**src/rtl/mem_port_arbiter.sv**
```systemverilog
// Arbitrates the single DataMem port between instruction fetch (IF) and load/store (LS).
// LS has priority, a starvation counter forces IF through, and flush drops pending fetches.
module mem_port_arbiter #(
    parameter int AddrWidth = 32,
    parameter int DataWidth = 32,
    parameter int MaxWait   = 4
) (
    input  logic                 clk,
    input  logic                 reset,
    input  logic                 flush,
    input  logic                 if_req_valid,
    input  logic [AddrWidth-1:0] if_req_addr,
    output logic                 if_req_ready,
    output logic                 if_rsp_valid,
    output logic [DataWidth-1:0] if_rsp_data,
    input  logic                 ls_req_valid,
    input  logic                 ls_req_write,
    input  logic [2:0]           ls_req_func3,
    input  logic [AddrWidth-1:0] ls_req_addr,
    input  logic [DataWidth-1:0] ls_req_wdata,
    output logic                 ls_req_ready,
    output logic                 ls_rsp_valid,
    output logic [DataWidth-1:0] ls_rsp_data,
    output logic                 mem_we,
    output logic [2:0]           mem_func3,
    output logic [AddrWidth-1:0] mem_addr,
    output logic [DataWidth-1:0] mem_wdata,
    input  logic [DataWidth-1:0] mem_rdata,
    output logic                 busy
);

    typedef enum logic [1:0] {IDLE, ACC_IF, ACC_LS} state_e;

    state_e                 state_q, state_d;
    logic [3:0]             wait_cnt_q, wait_cnt_d;
    logic [AddrWidth-1:0]   addr_q;
    logic [DataWidth-1:0]   wdata_q;
    logic [2:0]             func3_q;
    logic                   write_q;
    logic                   drop_q;
    logic                   if_rsp_valid_q, ls_rsp_valid_q;
    logic [DataWidth-1:0]   if_rsp_data_q, ls_rsp_data_q;
    logic                   if_grant, ls_grant, starved, if_fire;

    // Grants are gated by reset so both readies read 0 while the block is held in reset.
    always_comb begin
        starved  = (wait_cnt_q == 4'(MaxWait)) && if_req_valid;
        ls_grant = reset && ls_req_valid && !starved;
        if_grant = reset && if_req_valid && !ls_grant;
        if_fire  = (state_q == ACC_IF) && !flush && !drop_q;
    end

    always_comb begin
        // NOTE: assign a default first so every path drives the signal and no latch is inferred.
        wait_cnt_d = wait_cnt_q;
        if (!if_req_valid || if_grant) begin
            wait_cnt_d = '0;
        end else if (wait_cnt_q != 4'(MaxWait)) begin
            wait_cnt_d = wait_cnt_q + 4'd1;
        end
    end

    always_ff @(posedge clk or negedge reset) begin
        if (!reset) begin
            // NOTE: sequential state uses non-blocking assignments so all registers update together.
            state_q <= IDLE;
        end else begin
            state_q <= state_d;
        end
    end

    always_comb begin
        state_d = IDLE;
        if (ls_grant) begin
            state_d = ACC_LS;
        end else if (if_grant) begin
            state_d = ACC_IF;
        end
    end

    always_comb begin
        if_req_ready = if_grant;
        ls_req_ready = ls_grant;
        busy         = (state_q != IDLE);
        mem_we       = 1'b0;
        mem_func3    = '0;
        mem_addr     = '0;
        mem_wdata    = '0;
        if (state_q != IDLE) begin
            mem_we    = (state_q == ACC_LS) && write_q;
            mem_func3 = func3_q;
            mem_addr  = addr_q;
            mem_wdata = wdata_q;
        end
    end

    always_ff @(posedge clk or negedge reset) begin
        if (!reset) begin
            wait_cnt_q     <= '0;
            addr_q         <= '0;
            wdata_q        <= '0;
            func3_q        <= '0;
            write_q        <= 1'b0;
            drop_q         <= 1'b0;
            if_rsp_valid_q <= 1'b0;
            ls_rsp_valid_q <= 1'b0;
            if_rsp_data_q  <= '0;
            ls_rsp_data_q  <= '0;
        end else begin
            wait_cnt_q <= wait_cnt_d;
            if (ls_grant) begin
                addr_q  <= ls_req_addr;
                wdata_q <= ls_req_wdata;
                func3_q <= ls_req_func3;
                write_q <= ls_req_write;
                drop_q  <= 1'b0;
            end else if (if_grant) begin
                addr_q  <= if_req_addr;
                wdata_q <= '0;
                func3_q <= 3'b010;
                write_q <= 1'b0;
                drop_q  <= flush;
            end
            if_rsp_valid_q <= if_fire;
            if_rsp_data_q  <= if_fire ? mem_rdata : '0;
            ls_rsp_valid_q <= (state_q == ACC_LS);
            ls_rsp_data_q  <= ((state_q == ACC_LS) && !write_q) ? mem_rdata : '0;
        end
    end

    assign if_rsp_valid = if_rsp_valid_q;
    assign if_rsp_data  = if_rsp_data_q;
    assign ls_rsp_valid = ls_rsp_valid_q;
    assign ls_rsp_data  = ls_rsp_data_q;

endmodule

```
**config.mk**
```make
export PLATFORM = sky130hd
export DESIGN_NAME = mem_port_arbiter
export DESIGN_NICKNAME = d
export VERILOG_FILES = /design/src/rtl/mem_port_arbiter.sv
export SDC_FILE = /design/constraint.sdc
export NUM_CORES = 1
export LEC_CHECK = 0
export ABC_AREA = 1
export CORE_UTILIZATION = 44
export DETAILED_ROUTE_END_ITERATION = 7
export PLACE_DENSITY_LB_ADDON = 0.3
export SLEW_MARGIN = 20
export SYNTH_ARGS = -nofsm -noshare
export SYNTH_HDL_FRONTEND = slang
export SYNTH_SLANG_ARGS = --single-unit
```
**constraint.sdc**
```tcl
create_clock -name clk -period 2.2 [get_ports clk]
set_input_delay 0.22 -clock clk [delete_from_list [all_inputs] [get_ports clk]]
set_output_delay 0.22 -clock clk [all_outputs]
set_load 0.1 [all_outputs]
```
==> impl_metrics.yaml <==
# generated from flow reports
final_timing:
  setup_viol: 0
  fin_crit_ns: 2.08
  whs_ns: 0.335
  slew_viol_final: 0
  max_clock_freq_mhz: 481
  hold_viol_final: 0
  tightestPinTransition_ns: 0.800
route:
  drtIter0Drc: 461
  dr_wl_met3_um: 1900
  vias_per_cell: 4.83
  drt-pass1-iter-count: 5
  wl_met2_um: 9510
  wl_met1_um: 6730
  top_layer_used: "met4"
  wire_per_inst_um: 16.5
  routed_wl_um: 18500
critical_path:
  cpPeakStageDelay_ns: 0.41
  r2r_slack_ns: 0.47
  critPathKind: "reg -> out"
  cp_data_arrival_time_ns: 1.86
  cpLargestDelayFamily: "simple AND/OR/NAND/NOR gates"
  crit_path_start: "wait_cnt_q[1]$_DFFE_PN0P_"
  crit_path_end_kind: "output pin"
  start_kind: "flip-flop"
  crit_path_max_fanout: 5
  endpoint: "if_req_ready"
  crit_chain: "inv_1 -> ha_1 -> inv_1 -> nor2_2 -> nand2_2 -> nand2_4 -> nand2_1 -> inv_2 -> buf_12"
  reg2reg_from: "wait_cnt_q[1]$_DFFE_PN0P_"
  cp.required_ns: 1.98
global_route:
  grtUsageTotal: 0.280
  antenna_found_initial: 0
  grt_use_met3: 0.109
  grt_pass1_vias: 5449
  overflow: 0
  grt_pass1_wl_um: 28000
synth:
  synth_cell_types: 21
  fp_nets: 804
  ff_type: "dfrtp_1"
  synth_area_sq_um: 5780
  yosysSeqAreaShare: 0.611
  numSynthFlops: 141
  synth_stat.cells: 665
  topCellsByArea: "dfrtp_1, nor2_1, nand3_1"
  syn_inst: 665
  ys_top_cells_by_count: "dfrtp_1, nor2_1, inv_1"
  yosysTopAreaCellShare: 0.611
power_and_ir_drop:
  internal_power_mw: 5.39
  p_leak_nw: 4.98
  total_power_mw: 8.20
  maxPowerGroup: "the clock network"
  powerClk_mw: 2.93
  peakVddDrop_uv: 492
  combPwrFrac: 0.292
  power_density_nw_per_um2: 832
place:
  io_buffers: 273
  dp_cells: 1086
  preCtsSetupSlack_ns: 0.243
  hpwl_um: 12200
floorplan:
  placementRows: 41
  dieWidth_um: 117
  core_region_area_sq_um: 12700
finish:
  antennaDiodeCount: 0
  seqCellArea_sq_um: 3530
  multiInputGateArea_sq_um: 1620
  fin_cells: 1122
run_status:
  status: "finished, final reports clean"
min_path:
  worstHoldStart: "mem_rdata[26]"
  hold_path_depth: 3
  hold_class: "in -> reg"
cts:
  cts_sinks: 141
  cts_buffers: 17
  h-tree-depth: 4
  clk_pin_slew_ns: 0.06
job:
  warnings: 31
==> what timing repair did <==
item | in CTS | in global routing
endpoints found under the hold margin | 141 | 0
hold buffers | 1 | 0
resized | 2 | 1
setup buffers | 0 | 3
setup endpoints to repair | 2 | 2
pin swaps | 0 | 2
==> worst reg2reg max path: stages, from the launching register on <==
cell	delay, ns
dfrtp_1	0.41
inv_1	0.07
ha_1	0.17
inv_1	0.05
nor2_2	0.13
nand2_2	0.12
nand2_4	0.11
buf_4	0.30
nand2_1	0.11
nand3_1	0.10
nand2_1	0.05
==> stage by stage <==
step	area (sq um)	TNS, ns	util
after global placement	9230	0	0.726
after global routing	9870	0	0.775
after floorplan	5780	-1.31	-
after CTS	9840	-0.0784	0.774
after detailed placement	9230	0	0.726
final	9870	0	0.775
==> kinds of logic after synthesis <==
family	share of synthesized area
AND-OR/OR-AND	0.0357
XOR/XNOR	0.00152
adder cells (fa/ha/maj)	0.00433
buffers and inverters	0.112
flip-flops	0.611
AND/OR/NAND/NOR	0.235
==> final cells by class <==
class	count	share of cell area
sequential	141	0.358
timing repair buffer	289	0.350
multi-input combinational	367	0.164
inverter	121	0.0463
clock buffer	18	0.0435
tap	172	0.0218
clock inverter	14	0.0171
==> registers in the layout (all words and copies together) (netlist names) <==
register,cells
drop_q,1
if_rsp_valid,1
state_q,2
write_q,1
func3_q,3
if_rsp_data,32
wait_cnt_q,4
addr_q,32
ls_rsp_valid,1
wdata_q,32
ls_rsp_data,32
==> cell usage in the layout (no fill, tap or decap), drive strengths merged <==
master,instances
xor2,1
o22ai,1
o21bai,1
nor2,139
o21ai,37
ha,2
dfrtp,141
clkdlybuf4s50,135
clkbuf,18
inv,123
dlygate4sd3,1
nand3,100
clkinv,7
o211ai,1
clkinvlp,2
bufinv,3
buf,153
nand2,84
nor3,1
==> images/closeup.png <==
Region (75, 75) to (100, 100) um. Cells in grey, sequential cells in the stronger grey; small squares are vias.
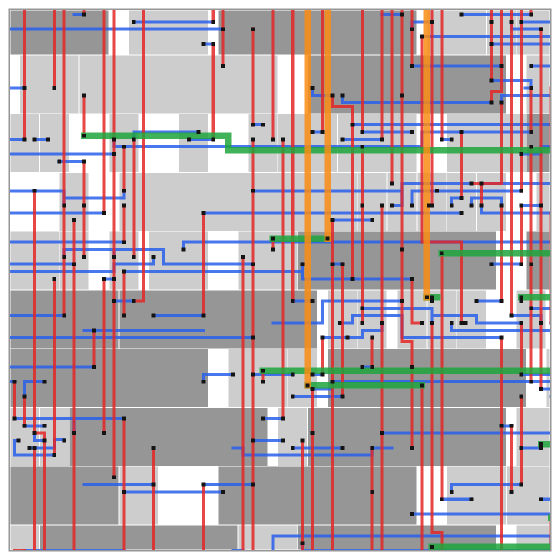
[red] M2
[blue] M1
[orange] M4
[green] M3
netlist names of flops here include: if_rsp_data (6), ls_rsp_data (5)
sequential cells in the window: 11
most frequent: nor2_1 (17), dfrtp_1 (11), buf_4 (8)
cells with their middle in the window: 50

==> images/congestion_map.png <==
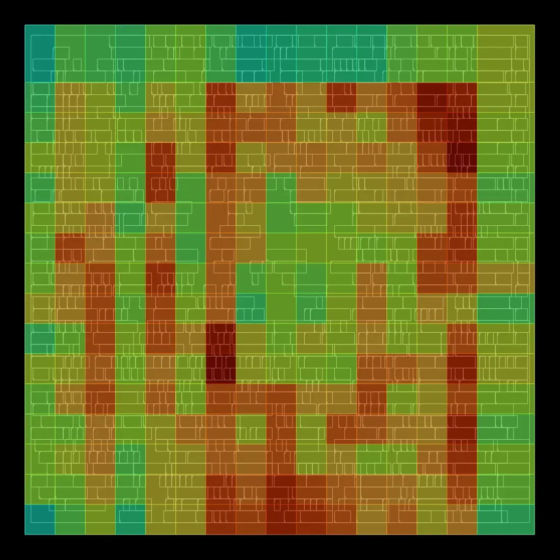
M1 GR Usage: 0.302
met2 usage: 0.493

==> images/gates.png <==
(2 px per um)
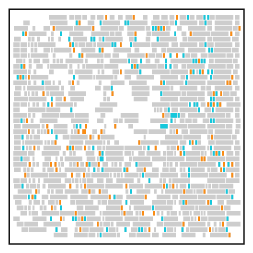
[orange] inv cells | cells: 121 | most used: inv_1 | where: all over the die
[cyan] nor cells | cells: 140 | most used: nor2_1 | where: all over the die

==> images/ff_map.png <==
(4 px per um) Other sequential cells in the stronger grey, the rest of the logic in the fainter grey.
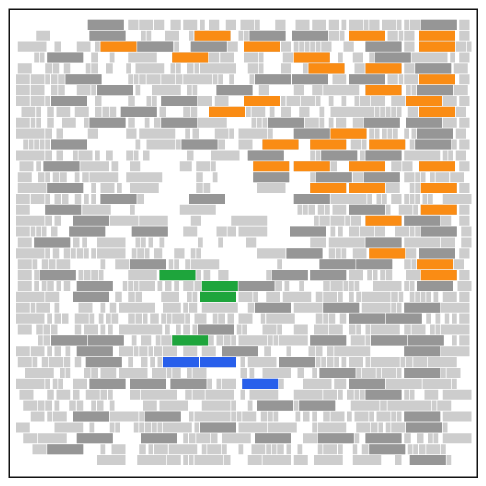
[blue] func3_q | placed flops: 3
[green] wait_cnt_q | placed flops: 4 | where: centre
[orange] if_rsp_data | placed flops: 32
not coloured: 102

